## src/rtl/stream_router_pkg.sv

```systemverilog
// Shared width helpers and constants for the stream router and its per-channel queues.
package stream_router_pkg;

    localparam int DROP_W = 16;
    localparam logic [DROP_W-1:0] DROP_MAX = '1;

    function automatic int addr_width(input int num_out);
        return $clog2(num_out);
    endfunction

    // Occupancy needs one extra bit so that a completely full queue (DEPTH) is representable.
    function automatic int cnt_width(input int depth);
        return $clog2(depth) + 1;
    endfunction

    function automatic int ptr_width(input int depth);
        return $clog2(depth);
    endfunction

endpackage

```

## src/rtl/stream_router_fifo.sv

```systemverilog
// router_fifo: one output channel's queue; pushes are refused whenever full, even if the head pops.
module router_fifo
    import stream_router_pkg::*;
#(
    parameter int DATA_WIDTH = 32,
    parameter int DEPTH      = 2
) (
    input  logic                  clk,
    input  logic                  reset,
    input  logic [DATA_WIDTH-1:0] in_data,
    input  logic                  in_valid,
    output logic                  full,
    output logic [DATA_WIDTH-1:0] out_data,
    output logic                  out_valid,
    input  logic                  out_ready
);

    localparam int CNT_W = cnt_width(DEPTH);
    localparam int PTR_W = ptr_width(DEPTH);

    logic [DATA_WIDTH-1:0] mem [DEPTH];
    logic [PTR_W-1:0]      wr_ptr;
    logic [PTR_W-1:0]      rd_ptr;
    logic [CNT_W-1:0]      count;
    logic                  push;
    logic                  pop;

    assign full      = (count == CNT_W'(DEPTH));
    assign out_valid = (count != '0);
    assign push      = in_valid && !full;
    assign pop       = out_ready && out_valid;
    assign out_data  = out_valid ? mem[rd_ptr] : '0;

    // Pointers wrap naturally because DEPTH is a power of two.
    always_ff @(posedge clk) begin
        if (reset) begin
            wr_ptr <= '0;
            rd_ptr <= '0;
            count  <= '0;
        end else begin
            if (push) wr_ptr <= wr_ptr + 1'b1;
            if (pop)  rd_ptr <= rd_ptr + 1'b1;
            case ({push, pop})
                2'b10:   count <= count + 1'b1;
                2'b01:   count <= count - 1'b1;
                default: count <= count;
            endcase
        end
    end

    always_ff @(posedge clk) begin
        if (push && !reset) mem[wr_ptr] <= in_data;
    end

endmodule

```

## src/rtl/stream_router.sv

```systemverilog
// stream_router: routes one input stream to NUM_OUT queued channels by address, or to all of them on broadcast.
module stream_router
    import stream_router_pkg::*;
#(
    parameter int DATA_WIDTH = 32,
    parameter int NUM_OUT    = 4,
    parameter int DEPTH      = 2,
    localparam int ADDR_W    = addr_width(NUM_OUT)
) (
    input  logic                          clk,
    input  logic                          reset,
    input  logic [DATA_WIDTH-1:0]         din,
    input  logic                          din_valid,
    output logic                          din_ready,
    input  logic [ADDR_W-1:0]             addr,
    input  logic                          bcast,
    output logic [NUM_OUT*DATA_WIDTH-1:0] dout,
    output logic [NUM_OUT-1:0]            dout_valid,
    input  logic [NUM_OUT-1:0]            dout_ready,
    output logic [DROP_W-1:0]             drop_cnt
);

    logic [NUM_OUT-1:0] full;
    logic [NUM_OUT-1:0] push;
    logic               accept;

    // Ready looks only at registered occupancy, so consumer ready never reaches din_ready.
    assign din_ready = !reset && (bcast ? !(|full) : !full[addr]);
    assign accept    = din_valid && din_ready;

    for (genvar i = 0; i < NUM_OUT; i++) begin : g_chan
        assign push[i] = accept && (bcast || (addr == ADDR_W'(i)));

        router_fifo #(
            .DATA_WIDTH (DATA_WIDTH),
            .DEPTH      (DEPTH)
        ) u_fifo (
            .clk       (clk),
            .reset     (reset),
            .in_data   (din),
            .in_valid  (push[i]),
            .full      (full[i]),
            .out_data  (dout[i*DATA_WIDTH +: DATA_WIDTH]),
            .out_valid (dout_valid[i]),
            .out_ready (dout_ready[i])
        );
    end

    always_ff @(posedge clk) begin
        if (reset) begin
            drop_cnt <= '0;
        end else if (din_valid && !din_ready && (drop_cnt != DROP_MAX)) begin
            drop_cnt <= drop_cnt + 1'b1;
        end
    end

endmodule

```

## config.mk

```make
export PLATFORM = sky130hd
export DESIGN_NAME = stream_router
export DESIGN_NICKNAME = d
export VERILOG_FILES = /design/src/rtl/stream_router_pkg.sv /design/src/rtl/stream_router_fifo.sv /design/src/rtl/stream_router.sv
export SDC_FILE = /design/constraint.sdc
export NUM_CORES = 1
export LEC_CHECK = 0
export CORE_UTILIZATION = 25
export CTS_CLUSTER_SIZE = 12
export DETAILED_ROUTE_END_ITERATION = 8
export SLEW_MARGIN = 20
export SYNTH_ARGS = -nofsm -noshare
export SYNTH_HDL_FRONTEND = slang
export SYNTH_SLANG_ARGS = --single-unit
```

## constraint.sdc

```tcl
create_clock -name clk -period 9.2 [get_ports clk]
set_input_delay 2.76 -clock clk [delete_from_list [all_inputs] [get_ports clk]]
set_output_delay 2.76 -clock clk [all_outputs]
set_load 0.01 [all_outputs]
```

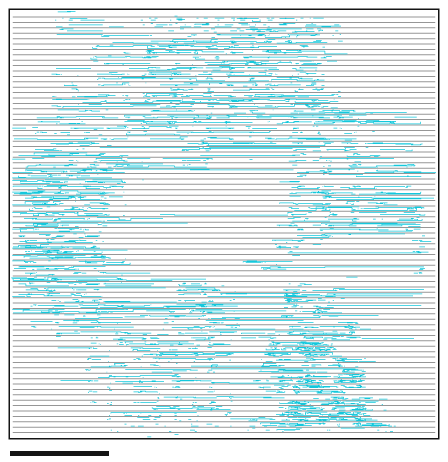
*Signal wires on met1, run 1*
Scale bar: 50 um. Supply wires on this layer in gray.
- share of all routed wire: 45%
- nets with wire on the layer: 926

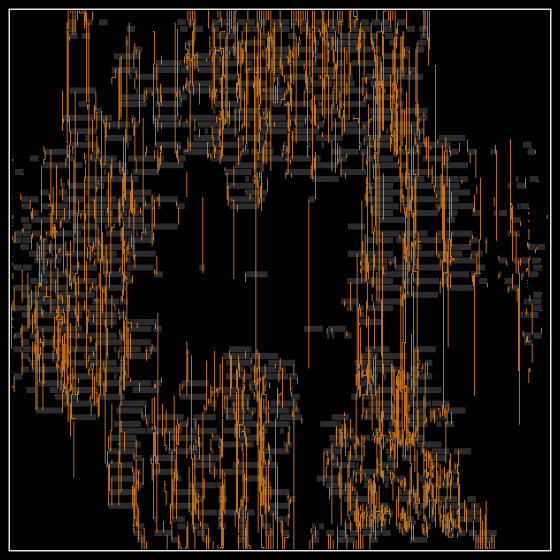
*Met2 routing, run 1*
Cells faint in the background.
- nets with wire on the layer: 870
- share of all routed wire: 49%

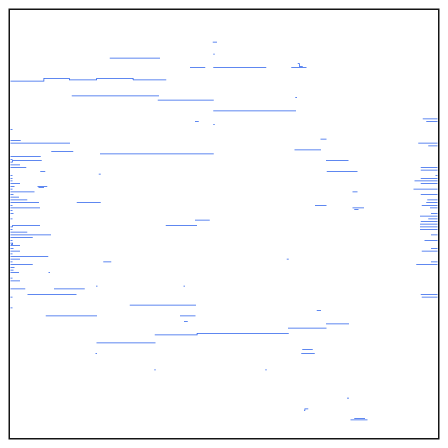
*Metal 3, run 1*
- longest straight run: 57.0 um
- wire length on this layer: 1180 um

==> reports/metrics.cfg, run 1 <==
[cells_and_area]
n_clock_buffer=38
drive_above_1_share=0.0791
stdcell_count=1566
largest_register_ffs=256
dominant-cell-class=flip-flops and latches
register_area_um2=8420
non_clock_buffer_area_share=0.141
sh_seq_area=0.556
largest_registers=g_chan.u_fifo.mem: 256 flops, drop_cnt: 16 flops, g_chan.u_fifo.count: 8 flops
nNonClkBuffers=202
max_flop_register=g_chan.u_fifo.mem
areaGrowthSynthToFinish_pct=32.6
filler_cell_count=4316
layout.non_clock_inverters=13
antennaDiodeCount=0
fin_nets=1001

[worst_setup_path]
rr_worst_depth=7
worst-path-max-fanout=30
timing.critical_path.depth=6
arrival_ps=5420
slowest_delay_ps=760
crit_path_start=reset
regToRegStartpoint=g_chan[2].u_fifo.count[0]
regToRegSetupSlack_ps=6030
worstPathRequired_ps=6440

[synth]
number_of_flops_mapped_to_enable_cells_by_yosys=256
common_cells=edfxtp_1 (256), nor2_1 (155), mux2i_1 (133), dfxtp_1 (36), clkbuf_1 (20)
postSynthAreaPerCell_um2=15.0
yosys.area.top_type_share=0.673
async_reset_ff_frac=0
xor_share=0.00920
mappedNetlistArea_um2=11400
synth-seq-area-share=0.736
number_of_nets_at_floorplan=807
ys_warn_count=0
flop_cell=edfxtp_1
simple_gate_share=0.0877
ys_sh_adder=0.00548
synthMuxAreaShare=0.118
ys.flops=292
netlist.top_cell.by_instances=edfxtp_1

[timing]
final_slew_violations=0
finalHoldWorstSlack_ps=505
slew_headroom=0.300
final_worst_path_period_need_ps=8180
rsz0062_at_grt=false
max_freq_mhz=122
fin_ws_ps=1020
hold_violations=0
setup_viol=0

[cts]
postCtsSetupRepairBufs=0
cts_tree=done
hold_bufs_inserted_after_cts=0
cts-root-to-sink-buffers=3

[global_route]
vias_in_the_first_global_route=6904
global_route_wire_length_before_repair_um=43300
antenna_found_initial=0

[floorplan]
placeableCoreArea_um2=44600
die-height_um=216
well_tap_count=592
die_width_um=216
dieArea_um2=46500

[min_path]
worstHoldEndpoint=drop_cnt[5]

[outcome]
run_status=finished clean

[place]
dp_hpwl_um=18900

[routing]
drc=0
wl_per_cell_um=18.4
drt-initial-drc-count=411
drt.antenna.violating_nets=0

run 1: report_power, final:
part | internal (mW) | switching (mW)
registers | 1.60 | 0.107
clock network | 0.669 | 0.495
logic | 0.654 | 0.747
total | 2.93 | 1.35
run 1: worst register-to-register path: stages, from the launching register on:
cell and delay, ps:
dfxtp_1 430, nand2b_1 170, a22oi_1 110, or3_4 430
inv_2 350, o2111ai_1 450, nor2_4 670, buf_16 250
run 1: layer usage:
layer,share of wire,vias to the layer above,track usage
met5,0,-,0
met4,0.018,0,0.0326
met3,0.041,42,0.0196
met2,0.49,160,0.207
met1,0.45,3368,0.162
li1,-,3180,-
### M4 wires, run 1

Supply wires on this layer in gray.
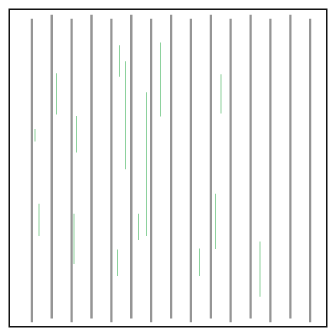

--- run 2 (diff from run 1) ---
CELL_PAD_IN_SITES_DETAIL_PLACEMENT = 0   (was unset)
CELL_PAD_IN_SITES_GLOBAL_PLACEMENT = 1   (was unset)
PLACE_DENSITY_LB_ADDON = 0.1   (was unset)
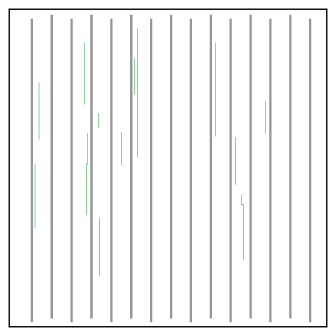
*M4 wires, run 2*
Supply wires on this layer in gray.
- wire length on this layer: 529 um
- share of all routed wire: 1.7%
- main direction: vertical
- longest straight run: 87.7 um
- nets with wire on the layer: 7

==> run 2 against run 1 <==
Core utilization is 0.11 points higher. Wire length increased by 7.4%. Flip-flop count unchanged. First-iteration DRC count down 27%. Clock-buffer cell count is 8 higher. Worst setup slack improved by 720 ps. Global-route usage grew 1.2 points. Clock power grew 8%. Combinational power grew 4%. Largest cell class unchanged.
==> reports/metrics.cfg, run 2 <==
[synth]
ys.flops=292  ; unchanged
yosys.area.top_type_share=0.673  ; unchanged
postSynthAreaPerCell_um2=15.0  ; unchanged
xor_share=0.00920  ; unchanged
netlist.top_cell.by_instances=edfxtp_1  ; unchanged
async_reset_ff_frac=0  ; unchanged
synth-seq-area-share=0.736  ; unchanged
flop_cell=edfxtp_1  ; unchanged

[worst_setup_path]
crit_path_start=reset  ; unchanged
worst-path-max-fanout=31  ; was 30
rr_worst_depth=8  ; was 7
worstPathRequired_ps=6440  ; about the same

[cells_and_area]
antennaDiodeCount=0  ; unchanged
largest_registers=g_chan.u_fifo.mem: 256 flops, drop_cnt: 16 flops, g_chan.u_fifo.count: 8 flops  ; unchanged
max_flop_register=g_chan.u_fifo.mem  ; unchanged
dominant-cell-class=flip-flops and latches  ; unchanged
largest_register_ffs=256  ; unchanged
sh_seq_area=0.554  ; was 0.556
register_area_um2=8410  ; was 8420 um^2

[power]
power_switching_mw=1.40  ; was 1.35 mW
power.clock.total_mw=1.25  ; was 1.16 mW
power.largest_group=registers  ; unchanged
sequentialPower_mw=1.69  ; was 1.71 mW

[routing]
maxUsedRoutingLayer=met4  ; unchanged
wl_per_cell_um=19.7  ; was 18.4 um
drt.antenna.violating_nets=0  ; unchanged
drc=0  ; unchanged

[min_path]
worstHoldEndpoint=drop_cnt[10]  ; was drop_cnt[5]

[cts]
cts-root-to-sink-buffers=3  ; unchanged

[global_route]
met3_usage=0.0266  ; was 0.0196
grt-busiest-layer=met2  ; unchanged

[timing]
fin_ws_ps=1740  ; was 1020 ps
final_slew_violations=0  ; unchanged
hold_violations=0  ; unchanged
final_worst_path_period_need_ps=7460  ; was 8180 ps

[outcome]
run_status=finished clean  ; unchanged

[floorplan]
dieArea_um2=46500  ; unchanged

[place]
dp_hpwl_um=20300  ; was 18900 um

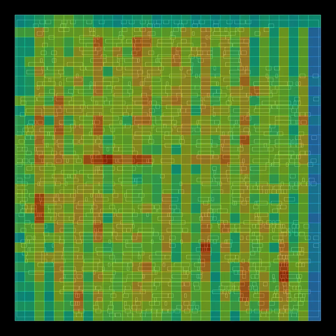
*Congestion heat map, run 2*
met1 Use GR: 0.181
global-route track usage on met2: 0.221

[run 2: metrics by stage]
| stage | power (mW) | std cells | hold slack (ps) | util | area [um^2] |
|---|---|---|---|---|---|
| after floorplan | 2.39 | 760 | 450 | - | 11400 |
| after global placement | 3.21 | 1514 | 486 | 0.315 | 14100 |
| after detailed placement | 3.22 | 1517 | 482 | 0.317 | 14100 |
| after CTS | 4.50 | 1575 | 495 | 0.340 | 15200 |
| after global routing | 4.65 | 1576 | 515 | 0.340 | 15200 |
| final | 4.40 | 1576 | 492 | 0.340 | 15200 |
[run 2: critical path: stages]
cell and delay (ps):
clkdlybuf4s50_1 440, buf_4 260, nor2_1 130, a22oi_1 70
or3_4 430, inv_2 80, clkdlybuf4s50_1 530
Power is estimated from default activity; no workload was simulated.
